===== src/rtl/rr_mux4_arbiter.sv =====
// Round-robin arbiter over four requesters feeding one shared 4:1 select datapath.
// A grant is held for up to BURST_LEN accepted beats; every release is followed by one IDLE cycle.
module rr_mux4_arbiter #(
  parameter int WIDTH     = 8,
  parameter int BURST_LEN = 4
) (
  input  logic             clk,
  input  logic             rst,
  input  logic [3:0]       req,
  input  logic [WIDTH-1:0] din0,
  input  logic [WIDTH-1:0] din1,
  input  logic [WIDTH-1:0] din2,
  input  logic [WIDTH-1:0] din3,
  input  logic             out_ready,
  output logic             out_valid,
  output logic [WIDTH-1:0] out_data,
  output logic [3:0]       grant,
  output logic [1:0]       sel,
  output logic             busy
);

  localparam logic [0:0] S_IDLE  = 1'b0;
  localparam logic [0:0] S_GRANT = 1'b1;
  localparam logic [3:0] LAST_BEAT = 4'(BURST_LEN - 1);

  logic [0:0]       state_q, state_d;
  logic [3:0]       grant_q, grant_d;
  logic [1:0]       sel_q, sel_d;
  logic [3:0]       beat_q, beat_d;
  logic [1:0]       ptr_q, ptr_d;

  logic             pick_found;
  logic [1:0]       pick_idx;
  logic [1:0]       scan_idx;
  logic [WIDTH-1:0] mux_data;
  logic             owner_req;
  logic             xfer;

  // Scan from ptr upward; iterating high-to-low offset lets the nearest hit win.
  // NOTE: every variable written here gets a default first, otherwise a latch is inferred.
  always_comb begin
    pick_found = 1'b0;
    pick_idx   = ptr_q;
    scan_idx   = ptr_q;
    for (int k = 3; k >= 0; k--) begin
      scan_idx = ptr_q + 2'(k);
      if (req[scan_idx]) begin
        pick_found = 1'b1;
        pick_idx   = scan_idx;
      end
    end
  end

  always_comb begin
    case (sel_q)
      2'd0:    mux_data = din0;
      2'd1:    mux_data = din1;
      2'd2:    mux_data = din2;
      default: mux_data = din3;
    endcase
  end

  assign owner_req = req[sel_q];
  assign busy      = (state_q == S_GRANT);
  assign out_valid = busy && owner_req;
  assign out_data  = out_valid ? mux_data : '0;
  assign xfer      = out_valid && out_ready;
  assign grant     = grant_q;
  assign sel       = sel_q;

  always_comb begin
    state_d = state_q;
    grant_d = grant_q;
    sel_d   = sel_q;
    beat_d  = beat_q;
    ptr_d   = ptr_q;
    case (state_q)
      S_IDLE: begin
        if (pick_found) begin
          state_d = S_GRANT;
          grant_d = 4'b0001 << pick_idx;
          sel_d   = pick_idx;
          beat_d  = '0;
        end
      end
      S_GRANT: begin
        if (xfer) beat_d = beat_q + 4'd1;
        // A dropped request and a final beat on the same edge are one release.
        if (!owner_req || (xfer && beat_q == LAST_BEAT)) begin
          state_d = S_IDLE;
          grant_d = '0;
          beat_d  = '0;
          ptr_d   = sel_q + 2'd1;
        end
      end
      default: state_d = S_IDLE;
    endcase
  end

  // NOTE: sequential state uses non-blocking assignments so all flops update from pre-edge values.
  always_ff @(posedge clk or posedge rst) begin
    if (rst) begin
      state_q <= S_IDLE;
      grant_q <= '0;
      sel_q   <= '0;
      beat_q  <= '0;
      ptr_q   <= '0;
    end else begin
      state_q <= state_d;
      grant_q <= grant_d;
      sel_q   <= sel_d;
      beat_q  <= beat_d;
      ptr_q   <= ptr_d;
    end
  end

endmodule


===== config.mk =====
export PLATFORM = sky130hd
export DESIGN_NAME = rr_mux4_arbiter
export DESIGN_NICKNAME = d
export VERILOG_FILES = /design/src/rtl/rr_mux4_arbiter.sv
export SDC_FILE = /design/constraint.sdc
export NUM_CORES = 1
export LEC_CHECK = 0
export CORE_UTILIZATION = 34
export CTS_CLUSTER_SIZE = 8
export DETAILED_ROUTE_END_ITERATION = 7
export GPL_ROUTABILITY_DRIVEN = 0
export PLACE_DENSITY = 0.76
export SETUP_SLACK_MARGIN = 0.4
export SLEW_MARGIN = 15
export SYNTH_ARGS = -nofsm -noshare
export SYNTH_HDL_FRONTEND = slang
export SYNTH_SLANG_ARGS = --single-unit

===== constraint.sdc =====
create_clock -name clk -period 1.6 [get_ports clk]
set_clock_uncertainty 0.05 [all_clocks]
set_input_delay 0.16 -clock clk [delete_from_list [all_inputs] [get_ports clk]]
set_output_delay 0.16 -clock clk [all_outputs]
set_load 0.005 [all_outputs]

### Placement by cell class

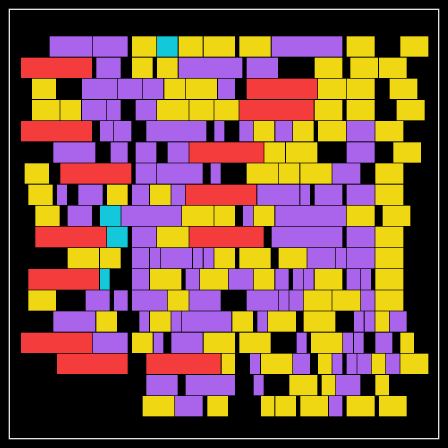
Red marks flops, cells 13, share of their area 17%. Yellow marks other buffers and delay cells, cells 91, share of their area 42%. Purple marks all other logic, cells 95, share of their area 40%. Cyan marks clock drivers and dummy loads, cells 4, share of their area 1.3%.

### PDN straps and rails

Scale bar: 20 um. Pins as bars on the die edge.
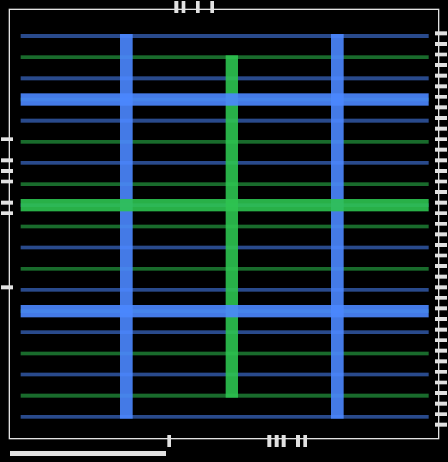
Green marks VDD. Blue marks VSS.
The core has 18 rows. 3 straps on met4. 55 signal pins sit on the boundary. 19 met1 rails follow the rows. 3 straps on met5.

==> impl_metrics.csv <==
group,metric,value,unit
run_status,outcome,"complete, but fails checks",
run_status,violations,"setup timing",
clock_network,clockBufferDepth,2,
final_layout,layout.nonclk_buf_share,40.9,%
final_layout,regArea,330,sq um
route,num_vias,1284,
route,drt_iter0_markers,33,
global_routing,grt_pass1_wl,5080,um
setup_path,critPathMostFrequentCell,"buf_6",
setup_path,path_delay_family,"multiplexers",
final_layout,logic_gates,89,
global_routing,use_met3,3.83,%
clock_network,cts_resized,91,
final_layout,final_util,78.8,%
job,warning_count,32,
yosys,yosysWarnings,0,
timing,fmax,0.480,GHz
route,postRouteAntennaNets,0,
place,hpwl,2500,um
global_routing,overflow,0,
setup_path,critPathLaunch,"sel[1]",
final_layout,clk_share,1.30,%
floorplanning,io_pins,55,
place,place_area,1670,sq um
final_layout,final_layout_top_logic_cells,"clkdlybuf4s50_1, buf_4, buf_6",
timing,slew_viol_final,0,
setup_path,crit_path_cell_trace,"buf_6 -> mux4_2 -> buf_6 -> a22o_4 -> buf_4 -> mux2i_1 -> nor3b_2",
timing,setup_slack,-483,ps
floorplanning,die-area,3030,sq um
timing,setup_viol,20,
route,wl_met2,1980,um
pwr,p_int,1.88,mW
yosys,syn_inst,112,
setup_path,r2r_start,"sel[1]",
yosys,ys.flops,13,
clock_network,cts.sinks,13,
place,place_inst,208,
yosys,ys_seq_share,34.0,%
final_layout,buffers_excl_clock,91,
timing,hold_viol_final,0,
setup_path,cp_slowest_stage_delay,570,ps
timing,slew_headroom,67.1,%
timing,min_period,2080,ps
final_layout,inv_count,6,
final_layout,stdcell_count,233,
final_layout,comb_share,38.3,%
final_layout,nFillCells,166,
pwr,total_power,3.18,mW
timing,final.period_utilization,130,%
route,dr.max_layer_used,"met4",
pwr,p_switching,1.30,mW
floorplanning,fp.dieH,55.0,um
final_layout,area_growth_syn_to_layout,112,%
setup_path,cp-start-kind,"flip-flop",
pwr,power.group.top,"combinational cells",
route,drt-vias-per-instance,5.51,
yosys,common_cells,"nor2_1, a21oi_1, dfrtp_1",
pwr,power_density,1570,nW/um^2
pwr,p_comb_share,73.2,%
route,wl_met3,373,um
setup_path,arrival,2200,ps
final_layout,seq_cells,13,
yosys,ff_type,"dfrtp_1",
setup_path,cp_max_fo,4,
timing,holdWs,158,ps
route,wl_met1,1450,um
yosys,synth-async-reset-ratio,100,%
setup_path,crit_type,"reg -> reg",
route,drc,0,
pwr,comb-power,2.33,mW
yosys,edf_count,0,
yosys,top_area_cell,"dfrtp_1",
final_layout,n_clock_buffer,4,
global_routing,met1_usage,24.2,%
timing,tns,-7240,ps
pwr,ir_drop,1170,uV
final_layout,final_area,2020,sq um
floorplanning,fp_util,37.2,%
final_layout,logic_area,776,sq um
final_layout,diodes,0,
yosys,topCellsByArea,"dfrtp_1, a222oi_1, nor2_1, a21oi_1, ha_1",
clock_network,clk_pin_slew,90,ps
setup_path,end_kind,"flip-flop",
pwr,seq_power_share,20.0,%
clock_network,cts_hold_buf,0,
yosys,syn_avg_cell_area,8.53,sq um
floorplanning,nWellTaps,30,
final_layout,fin_nets,248,
floorplanning,core-area,2570,sq um
clock_network,cts_tree,"done",
final timing paths:
kind                                   to  slack (ps)  cells past startpoint
worst max-delay path            beat_q[2]        -480                      7
worst max register to register  beat_q[2]        -480                      7
min in group clk                 grant[1]         470                      1
max in group asynchronous            busy         980                      2
worst min register to register   grant[1]         470                      1
worst min-delay path             grant[1]         160                      2
cell families after synthesis:
group,after synthesis,share of synthesized area (%)
AOI/OAI and AO/OA,38,28.7
buffers and inverters,11,4.32
and+or+nand+nor,41,20.7
muxes,4,5.76
DFF,13,34.0
adders and majority gates,5,6.54
sequential cells by signal (all words and copies together) (netlist names):
name,count
grant,4
sel,2
ptr_q,2
busy,1
beat_q,4
No activity file was given, so power comes from the tool's default toggle rates.
